## src/rtl/dmio_arbiter.sv

```systemverilog
// Two-port round-robin/fixed-priority sequencer in front of the DMIO memory/IO block.
// One access per IDLE->ACCESS->RESP pass; ack pulses in the cycle after the ACCESS-ending edge.
module dmio_arbiter #(
  parameter int ADDR_W     = 64,
  parameter int DATA_W     = 64,
  parameter int FIXED_PRIO = 0
) (
  input  logic              clk,
  input  logic              rst,
  input  logic              req0,
  input  logic              req1,
  input  logic              we0,
  input  logic              we1,
  input  logic [ADDR_W-1:0] addr0,
  input  logic [ADDR_W-1:0] addr1,
  input  logic [DATA_W-1:0] wdata0,
  input  logic [DATA_W-1:0] wdata1,
  output logic              ack0,
  output logic              ack1,
  output logic [DATA_W-1:0] rdata0,
  output logic [DATA_W-1:0] rdata1,
  output logic              busy,
  output logic [ADDR_W-1:0] mem_address,
  output logic [DATA_W-1:0] mem_data_write,
  output logic              mem_enable_write,
  input  logic [DATA_W-1:0] mem_data_read
);

  localparam logic [1:0] ST_IDLE   = 2'd0;
  localparam logic [1:0] ST_ACCESS = 2'd1;
  localparam logic [1:0] ST_RESP   = 2'd2;

  logic [1:0] state;
  logic       owner;
  logic       last_owner;
  logic       grant_vld;
  logic       grant;

  // On a tie, round-robin hands the grant to the port that did not win last time.
  always_comb begin
    grant_vld = req0 | req1;
    if (req0 && req1)
      grant = (FIXED_PRIO != 0) ? 1'b0 : ~last_owner;
    else
      grant = req1;
  end

  assign busy = (state == ST_ACCESS) || (state == ST_RESP);

  always_ff @(posedge clk or posedge rst) begin
    if (rst) begin
      state            <= ST_IDLE;
      owner            <= 1'b0;
      last_owner       <= 1'b1;
      ack0             <= 1'b0;
      ack1             <= 1'b0;
      rdata0           <= '0;
      rdata1           <= '0;
      mem_address      <= '0;
      mem_data_write   <= '0;
      mem_enable_write <= 1'b0;
    end else begin
      case (state)
        ST_IDLE: begin
          if (grant_vld) begin
            owner            <= grant;
            last_owner       <= grant;
            mem_address      <= grant ? addr1  : addr0;
            mem_data_write   <= grant ? wdata1 : wdata0;
            mem_enable_write <= grant ? we1    : we0;
            state            <= ST_ACCESS;
          end
        end
        ST_ACCESS: begin
          // mem_enable_write still carries the owner's we for this access
          if (!mem_enable_write) begin
            if (owner) rdata1 <= mem_data_read;
            else       rdata0 <= mem_data_read;
          end
          mem_enable_write <= 1'b0;
          ack0             <= ~owner;
          ack1             <= owner;
          state            <= ST_RESP;
        end
        ST_RESP: begin
          ack0  <= 1'b0;
          ack1  <= 1'b0;
          state <= ST_IDLE;
        end
        default: begin
          ack0             <= 1'b0;
          ack1             <= 1'b0;
          mem_enable_write <= 1'b0;
          state            <= ST_IDLE;
        end
      endcase
    end
  end

endmodule

```

## config.mk

```make
export PLATFORM = sky130hd
export DESIGN_NAME = dmio_arbiter
export DESIGN_NICKNAME = d
export VERILOG_FILES = /design/src/rtl/dmio_arbiter.sv
export SDC_FILE = /design/constraint.sdc
export NUM_CORES = 1
export LEC_CHECK = 0
export CAP_MARGIN = 0
export CORE_AREA = 2 2 225 227
export DETAILED_ROUTE_END_ITERATION = 16
export DIE_AREA = 0 0 227 229
export GPL_TIMING_DRIVEN = 0
export PLACE_DENSITY_LB_ADDON = 0.05
export SETUP_SLACK_MARGIN = 0.05
export SLEW_MARGIN = 20
export SYNTH_ARGS = -nofsm -noshare
export SYNTH_HDL_FRONTEND = slang
export SYNTH_SLANG_ARGS = --single-unit
```

## constraint.sdc

```tcl
create_clock -name clk -period 22.3 [get_ports clk]
set_input_delay 2.23 -clock clk [delete_from_list [all_inputs] [get_ports clk]]
set_output_delay 2.23 -clock clk [all_outputs]
set_load 0.02 [all_outputs]
```

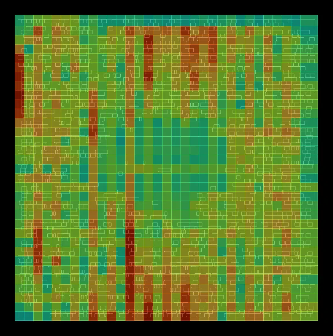
Figure 1: run 1, congestion heat map.
global-route track usage on met1: 0.186
met2 usage: 0.301
average wire length per cell after detail routing: 20.8 µm
routing layer with the top usage in global route: met2
global routing met3 resource utilization: 0.0785

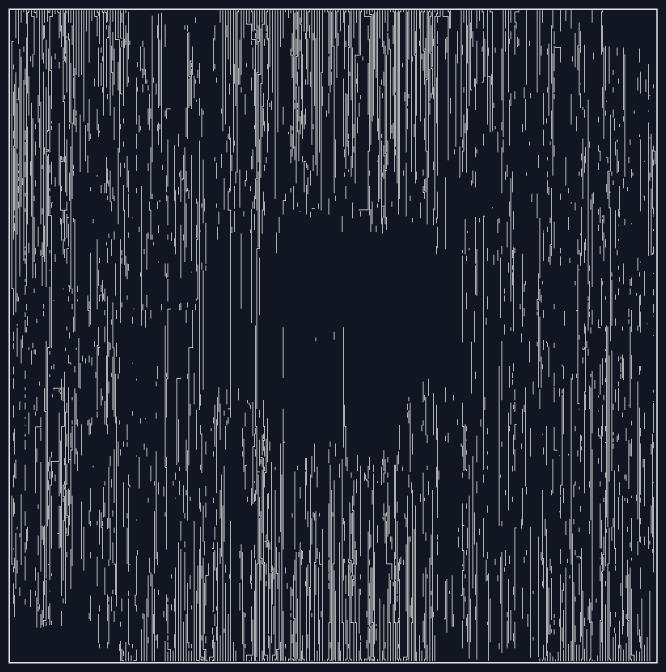
Figure 2: run 1, signal wires on met2.
The wires run mostly vertical. The layer carries 22.6 mm of wire. 1558 nets have wire on it. The layer holds 50% of the routed length.
detailed-route via count: 8967
WL final: 45500 µm

==> CHANGELOG.md, run 1 <==
## Flow update

* Biggest cell delay along the critical path at 0.66 ns
* Fraction of layout instances using a drive strength above 1 at 0.149
* Die extent in y at 229 µm
* Count of input and output buffers at 585
* Clkbuf count at 53
* Highest metal layer with signal wires: met5
* Count of nets after finishing at 1817
* Run status: completed
* Clock skew after layout at 0.0136 ns
* Net switching fraction of the power at 0.387
* Synthesized-area fraction occupied by xor and xnor cells at 0
* Post-synthesis register bit count at 263
* Number of enable flip-flop cells at 0
* Largest logic family: multiplexers
* Final GP Congestion at 0.776
* Cell with the largest stage delay on the worst path: clkdlybuf4s50_1
* Longest Clk Path Bufs at 3
* Area figure in the yosys stat output at 11000 µm²
* Number of gates on the worst path with buffers counted at 3
* Number of non-clock inverters at 5
* Layout overhead on the synthesized area at 71.4%
* Buffers plus inverters on the worst setup path at 2
* Power per Cell Area at 150 nW/µm²
* Clock root cell: clkbuf_16
* Tot GR Track Use at 0.174
* Total of warnings raised by yosys at 0
* Critical Path End Type: output port
* Pint at 1.74 mW
* Layout buffer count excluding clock buffers at 645
* Simple share at 0.0471
* Number of global-route vias before repair at 9708
* Top-level port count at 586
* Core ar. at 49700 µm²
* Power share of the clock group at 0.186
* Clk Latency, worst-skew pair at 0.53 ns
* Standard-cell rows at 82
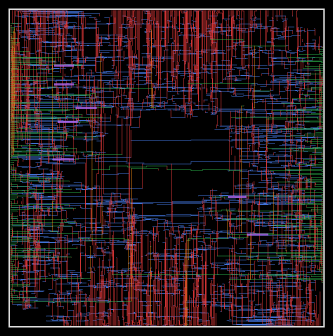
Figure 3: run 1, signal wires by layer.
metal 5: in purple, wire length 92.0 µm. metal 3: in green, wire length 5060 µm. metal 4: in orange, wire length 1140 µm. metal 2: in red, wire length 22.6 mm. metal 1: in blue, wire length 16600 µm.

-- run 1: synthesized netlist by cell type (3+ instances only) --
master / instances / share of area
dfrtp_1: 262 / 0.60
nand2_1: 132 / 0.045
mux2_2: 130 / 0.13
mux2i_1: 129 / 0.12
o21ai_1: 129 / 0.059
buf_2: 24 / 0.011
clkbuf_1: 13 / 0.0044
buf_6: 11 / 0.011
buf_4: 9 / 0.0061
ha_1: 5 / 0.0057
inv_1: 5 / 0.0017
o21ai_0: 3 / 0.0014
-- run 1: registers in the layout (all words and copies together) (netlist names) --
| name | count |
|---|---|
| mem_address | 64 |
| mem_data_write | 64 |
| rdata0 | 64 |
| rdata1 | 64 |
| state | 2 |
| ack0 | 1 |
| ack1 | 1 |
| last_owner | 1 |
| mem_enable_write | 1 |
| owner | 1 |
-- run 1: how the worst min path moves through the flow --
stage | end | from | slack (ns)
final | mem_data_write[23]$_DFFE_PP0P_ | mem_data_write[23]$_DFFE_PP0P_ | 0.48
after global routing | mem_data_write[23]$_DFFE_PP0P_ | mem_data_write[23]$_DFFE_PP0P_ | 0.50
after CTS | mem_data_write[18]$_DFFE_PP0P_ | mem_data_write[18]$_DFFE_PP0P_ | 0.49
after detailed placement | mem_data_write[18]$_DFFE_PP0P_ | mem_data_write[18]$_DFFE_PP0P_ | 0.47
after global placement | mem_address[25]$_DFFE_PP0P_ | mem_address[25]$_DFFE_PP0P_ | 0.47
after floorplan | ack0$_DFFE_PP0P_ | owner$_DFFE_PP0P_ | 0.50
-- run 1: per-stage QoR --
step | power [mW] | hold slack [ns] | area (µm²)
after floorplan | 1.57 | 0.500 | 11000
after global placement | 2.34 | 0.466 | 17700
after detailed placement | 2.35 | 0.474 | 17800
after CTS | 2.89 | 0.486 | 18800
after global routing | 3.01 | 0.499 | 18800
final | 2.83 | 0.477 | 18900
Figure 4. Gate-type map (run 1).
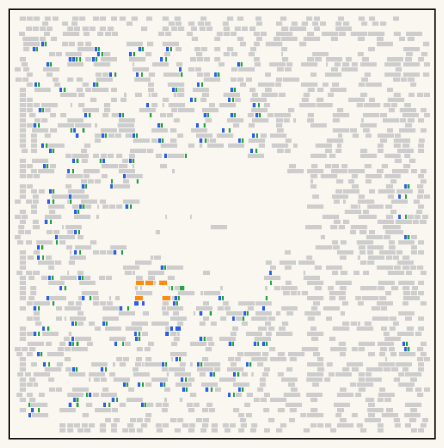

==> run 2, diff against run 1 <==
Clock period 22.3 ns to 3.5 ns, I/O delays scaled along.
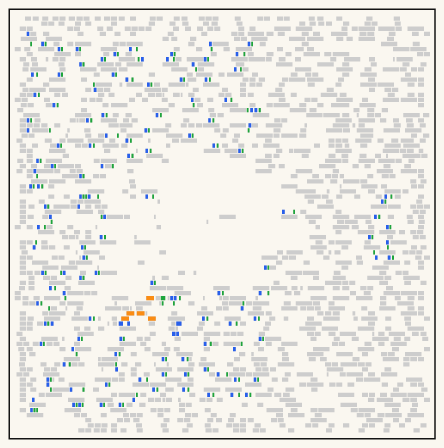
Figure 5: run 2, gate-type map.
adder and majority cells: in orange, cells 5, most used ha_1. inverting AOI/OAI gates: in blue, cells 136, most used o21ai_1. NAND gates: in green, cells 133, most used nand2_1.

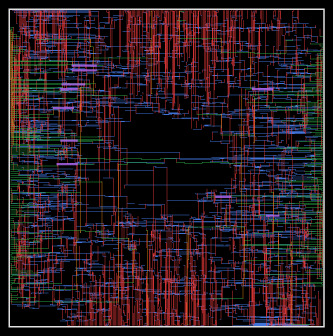
Figure 6: run 2, signal wires by layer.
metal 1: in blue, wire length 17000 µm. metal 3: in green, wire length 4970 µm. metal 4: in orange, wire length 1200 µm. metal 5: in purple, wire length 131 µm. metal 2: in red, wire length 22.4 mm.
average wire length per cell after detail routing: 20.8 µm
Tot GR Track Use: 0.173
detailed-route via count: 9045

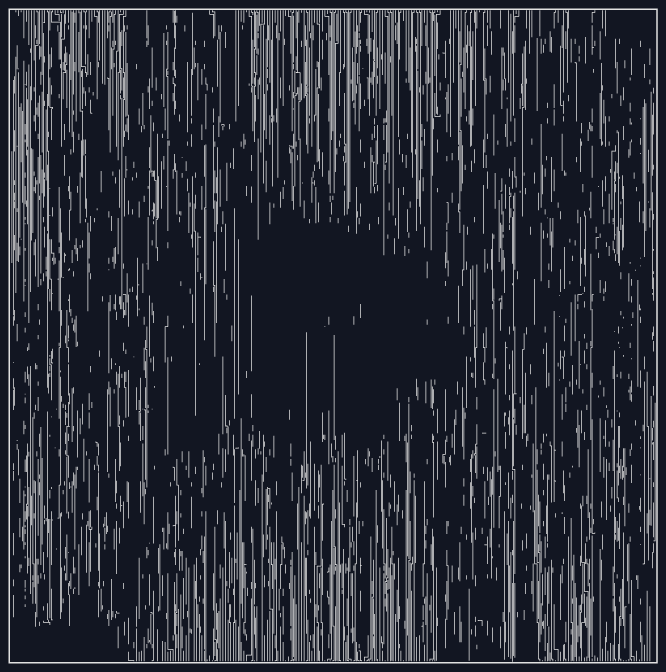
Figure 7: run 2, signal wires on met2.
1585 nets have wire on it. The layer holds 49% of the routed length.
WL final: 45700 µm
met2 usage: 0.297

==> run 2 against run 1 <==
  * Utilization up 0.41 points
  * Total power rose to 6.4 times the previous value
  * Routed wire length up 0.55%
  * Clock skew up 0.0024 ns
  * Highest routed layer unchanged
  * Critical path depth unchanged
  * Clock-buffer cell count up 1
  * Global-route usage down 0.14 points
  * Largest cell class unchanged
  * Critical path type unchanged
  * Via count up 0.87%
  * Die area unchanged
  * Sequential cell count unchanged
  * Sequential power rose to 6.4 times the previous value
==> CHANGELOG.md, run 2 <==
## Flow update

* Run status: completed
* Final setup violation count at 0
* Cell class contributing the biggest share of worst-path delay: buffers and inverters
* Reg-to-reg setup timing slack at 1.27 ns
* Critical Path End Type: output port
* Post CTS Setup Buffer Count at 0
* Largest logic family: multiplexers
* Final critical delay including setup and external delays at 2.30 ns
* Synth top cells by count: dfrtp_1, nand2_1, mux2_2
* Count of nets after finishing at 1825
* Clk Latency, worst-skew pair at 0.54 ns
* Biggest cell delay along the critical path at 0.65 ns
* Number of global-route vias before repair at 9499
* Maximum achievable frequency at 435 MHz
* Count of input and output buffers at 585
* Worst vdd rail ir drop at 316 µV
* Proportion of synthesized flip-flops having asynchronous set or reset at 1.00
* Final Hold Slack at 0.221 ns
* Number of CTS-inserted buffers at 36
* Overall chip area at 52000 µm²
* Total cell area at the placement stage at 17900 µm²
* Number of gates resized after CTS at 0
* Longest Clk Path Bufs at 3
* Cells taking the most area after synthesis: dfrtp_1, mux2_2, mux2i_1
* Distinct cells, synth at 20
* Total of warnings raised by yosys at 0
* Worst r2r dst: rdata0[20]$_DFFE_PP0P_
* Simple share at 0.0471
* Width of the die at 227 µm
* Final GP Congestion at 0.809
* Half-perimeter wire length after placement at 36700 µm
* Core ar. at 49700 µm²
* Critical path start-end classification: reg2out
* Buffers plus inverters on the worst setup path at 2
* Maximum number of pins on one net before global-route repair at 31
* Average size of a mapped cell at 12.8 µm²
* First-pass iteration count of the detailed router at 4
* Count of non-filler cells in the finished layout at 2194
* Total placed cells including tap cells at 2128
* Worst Tran Pin Value at 0.647 ns
* Worst slack after detailed placement at 0.941 ns
* Layout overhead on the synthesized area at 73.3%
* Hold-fix buffer count after cts at 0
* TritonCTS sink count at 263
* Synth Area in Compound Gates at 0.0635
* Total Power Consumption at 18.2 mW
* Die extent in y at 229 µm
* Post-Synthesis Cell Area at 11000 µm²
* Final instance area at 19100 µm²
* Data arrival time of the critical path at 1.95 ns
* Leakage Power at 8.28 nW
* Clock root cell: clkbuf_16
* Yosys cell count at 861
* Worst max-slew margin expressed relative to the limit at 0.569
* Standard-cell rows at 82
* Post-synthesis register bit count at 263
* Initial antenna violation count at 15
* Top-level port count at 586
* Power per Cell Area at 957 nW/µm²
* TritonCTS clock tree: yes
* Clock skew after layout at 0.0161 ns
* Dominant cell area share at 0.596
* Synthesized netlist net count at 1192
* Cell depth of the worst flop-to-flop path at 6
* Fraction of layout instances using a drive strength above 1 at 0.157
* Cell with the largest stage delay on the worst path: clkdlybuf4s50_1
* Leading cell type by number of instances after synthesis: dfrtp_1
* Synthesized-area fraction occupied by xor and xnor cells at 0
* Critical Path Fanout Max at 4
* Area figure in the yosys stat output at 11000 µm²
* Number of enable flip-flop cells at 0
* Cell type contributing the most total cell area after synthesis: dfrtp_1
* Leading cell types in the layout, fill and taps excluded: clkdlybuf4s50_1, dfrtp_1, nand2_1
-- run 2: cell families (layout without fill, tap and decap cells) --
logic type / after synthesis / in the layout
and+or+nand+nor: 135 / 135
muxes: 259 / 259
AOI/OAI and AO/OA: 137 / 137
other: 0 / 4
DFF: 263 / 263
adders and majority gates: 5 / 5
buffers and inverters: 62 / 719
-- run 2: how the worst max path moves through the flow --
stage,start,endpoint,slack (ns),cells after the start
final,state[0]$_DFFE_PP0P_,busy,1.20,3
after floorplan,rst,ack0$_DFFE_PP0P_,-0.32,1
after global routing,state[0]$_DFFE_PP0P_,mem_address[63]$_DFFE_PP0P_,1.07,8
after detailed placement,req1,mem_data_write[54]$_DFFE_PP0P_,0.94,7
after CTS,state[0]$_DFFE_PP0P_,busy,1.13,3
after global placement,rst,mem_address[44]$_DFFE_PP0P_,-2.88,2
-- run 2: where the power goes --
group | internal [mW] | switching [mW]
logic | 4.47 | 4.85
registers | 4.60 | 0.766
clock network | 2.14 | 1.41
total | 11.2 | 7.02
-- run 2: per-layer routing --
layer	share of wire	vias to the layer above	GRT usage
li1	-	4276	-
met3	0.11	87	0.0776
met4	0.026	20	0.0556
met5	0.0028	-	0
met2	0.49	351	0.297
met1	0.37	4311	0.188
-- run 2: cell type report --
type,count,area [µm²]
Buffer,57,360
Sequential cell,263,6580
Multi-Input combinational cell,536,4030
Clock buffer,54,1050
Antenna cell,4,10.0
Clock inverter,8,82.6
Fill cell,4980,30600
Tap cell,672,841
Inverter,5,22.5
Timing Repair Buffer,595,6070
Figure 8. Congestion heat map (run 2).
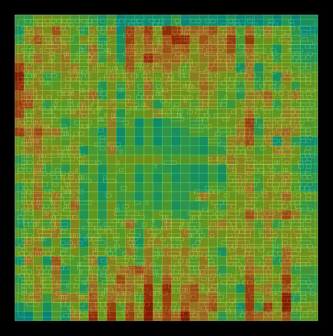

==> run 3, diff against run 2 <==
Settings changed: CORE_AREA 2 2 225 227 to 2 2 226 228, DIE_AREA 0 0 227 229 to 0 0 228 230.
Clock period 3.5 ns to 2.3 ns, I/O delays scaled along.
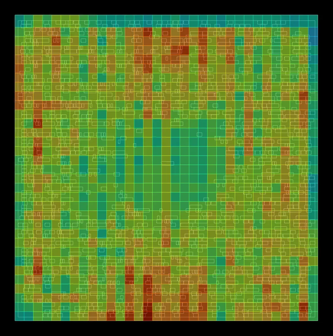
Figure 9: run 3, congestion heat map.
global-route track usage on met1: 0.192
global routing met3 resource utilization: 0.0818

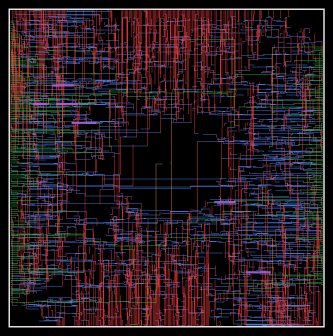
Figure 10: run 3, signal wires by layer.
metal 1: in blue, wire length 17700 µm. metal 3: in green, wire length 4550 µm. metal 4: in orange, wire length 702 µm. metal 2: in red, wire length 23.0 mm. metal 5: in purple, wire length 82.8 µm.
Tot GR Track Use: 0.173
detailed-route via count: 9060
WL final: 46100 µm
average wire length per cell after detail routing: 21.0 µm

==> run 3 against run 2 <==
  * Routed wire length up 0.87%
  * Critical endpoint is now mem_data_write[43]$_DFFE_PP0P_
  * Combinational power rose by 52%
  * First-iteration DRC count fell by 18%
  * Synthesized area is the same
  * Sequential power rose by 52%
  * Die area increased by 0.88%
  * Clock skew hardly changed
  * Global-route usage hardly changed
  * Non-clock buffer count did not move
  * Utilization barely moved
  * Register-to-register slack worse by 1.0 ns
  * Clock power grew 61%
==> CHANGELOG.md, run 3 <==
## Flow update

* Run status: completed
* Die extent in y at 230 µm
* Pint at 17.4 mW
* TritonCTS clock tree: yes
* Synthesized-area fraction occupied by xor and xnor cells at 0
* Data arrival time of the critical path at 2.50 ns
* Dominant cell area share at 0.596
* Final GP Congestion at 0.791
* Seq. cell area at 6580 µm²
* Net switching fraction of the power at 0.381
* Cells taking the most area after synthesis: dfrtp_1, mux2_2, mux2i_1
* Worst slack after detailed placement at -0.106 ns
* Clock network power at 5.71 mW
* Power share of the clock group at 0.203
* Post CTS Setup Buffer Count at 0
* Cell class contributing the biggest share of worst-path delay: buffers and inverters
* Number of global-route vias before repair at 9618
* Synth Area in Compound Gates at 0.0635
* Synth top cells by count: dfrtp_1, nand2_1, mux2_2
* Maximum number of pins on one net before global-route repair at 31
* Combinational cell fraction of total power at 0.505
* Leakage Power at 8.34 nW
* Combinational gate power at 14.2 mW
* Top-level port count at 586
* Post-Synthesis Cell Area at 11000 µm²
* Maximum achievable frequency at 488 MHz
* Post-synthesis register bit count at 263
* Met2 usage at 0.301
* Fill count at 5024
* Routing layer with the top usage in global route: met2
* Synthesized netlist net count at 1192
* Number of enable flip-flop cells at 0
* Initial antenna violation count at 8
* Cell type contributing the most total cell area after synthesis: dfrtp_1
* Clk Latency, worst-skew pair at 0.53 ns
* Buffers plus inverters on the worst setup path at 4
* Final Hold Slack at 0.154 ns
* Worst vdd rail ir drop at 526 µV
* Total cell area at the placement stage at 17900 µm²
* Average size of a mapped cell at 12.8 µm²
* Final setup violation count at 0
* Fraction of layout instances using a drive strength above 1 at 0.160
* Biggest cell delay along the critical path at 0.39 ns
* Power per Cell Area at 1470 nW/µm²
* Switching power summed over all nets at 10.7 mW
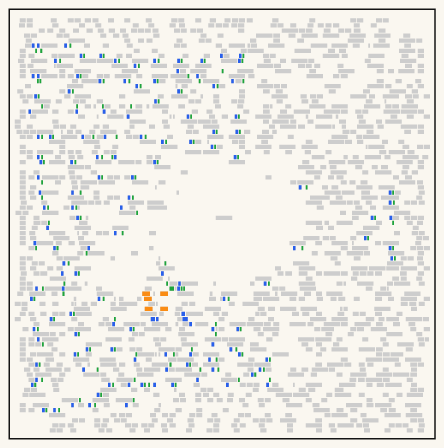
Figure 11: run 3, gate-type map.
NAND gates: in green, cells 133, most used nand2_1. adder and majority cells: in orange, cells 5, most used ha_1. inverting AOI/OAI gates: in blue, cells 136, most used o21ai_1.

-- run 3: cell types whose count changed in the layout (fill, tap and decap cells not counted), moves of 2 or more --
cell      previous run  this run
buf_2               24        20
clkbuf_4             0         3
clkbuf_8             8        11
clkinv_2             4         2
inv_6                1         3
-- run 3: layout make-up --
class / instances / share of cell area
Clock buffer: 59 / 0.0584
Sequential cell: 263 / 0.344
Antenna cell: 3 / 0.000392
Inverter: 5 / 0.00118
Buffer: 57 / 0.0194
Clock inverter: 7 / 0.00503
Tap cell: 672 / 0.0439
Timing Repair Buffer: 595 / 0.317
Multi-Input combinational cell: 536 / 0.211
-- run 3: final timing paths --
kind | endpoint | slack [ns] | depth (start not counted) | from
setup reg to reg | mem_data_write[43]$_DFFE_PP0P_ | 0.25 | 8 | state[0]$_DFFE_PP0P_
min in group clk | mem_data_write[10]$_DFFE_PP0P_ | 0.31 | 3 | wdata1[10]
setup / recovery | mem_data_write[43]$_DFFE_PP0P_ | 0.25 | 8 | state[0]$_DFFE_PP0P_
hold / removal | rdata1[43]$_DFFE_PP0P_ | 0.15 | 2 | rst
max in group asynchronous | mem_data_write[9]$_DFFE_PP0P_ | 0.92 | 6 | rst
hold reg to reg | mem_data_write[61]$_DFFE_PP0P_ | 0.48 | 2 | mem_data_write[61]$_DFFE_PP0P_
-- run 3: what timing repair did --
action / in CTS / in global routing
hold buffers: 0 / 0
gates cloned: 0 / 0
pin swaps: 0 / 0
setup endpoints to repair: 43 / 99
gates resized: 2 / 6
-- run 3: metal layers --
metal	wire length [µm]	part of all wire	vias to the layer above
met5	82	0.0018	-
li1	-	-	4282
met4	701	0.015	12
met3	4550	0.099	57
met2	23000	0.50	337
met1	17700	0.38	4372
Power figures rest on the tool's default switching activity, not on a simulated workload.
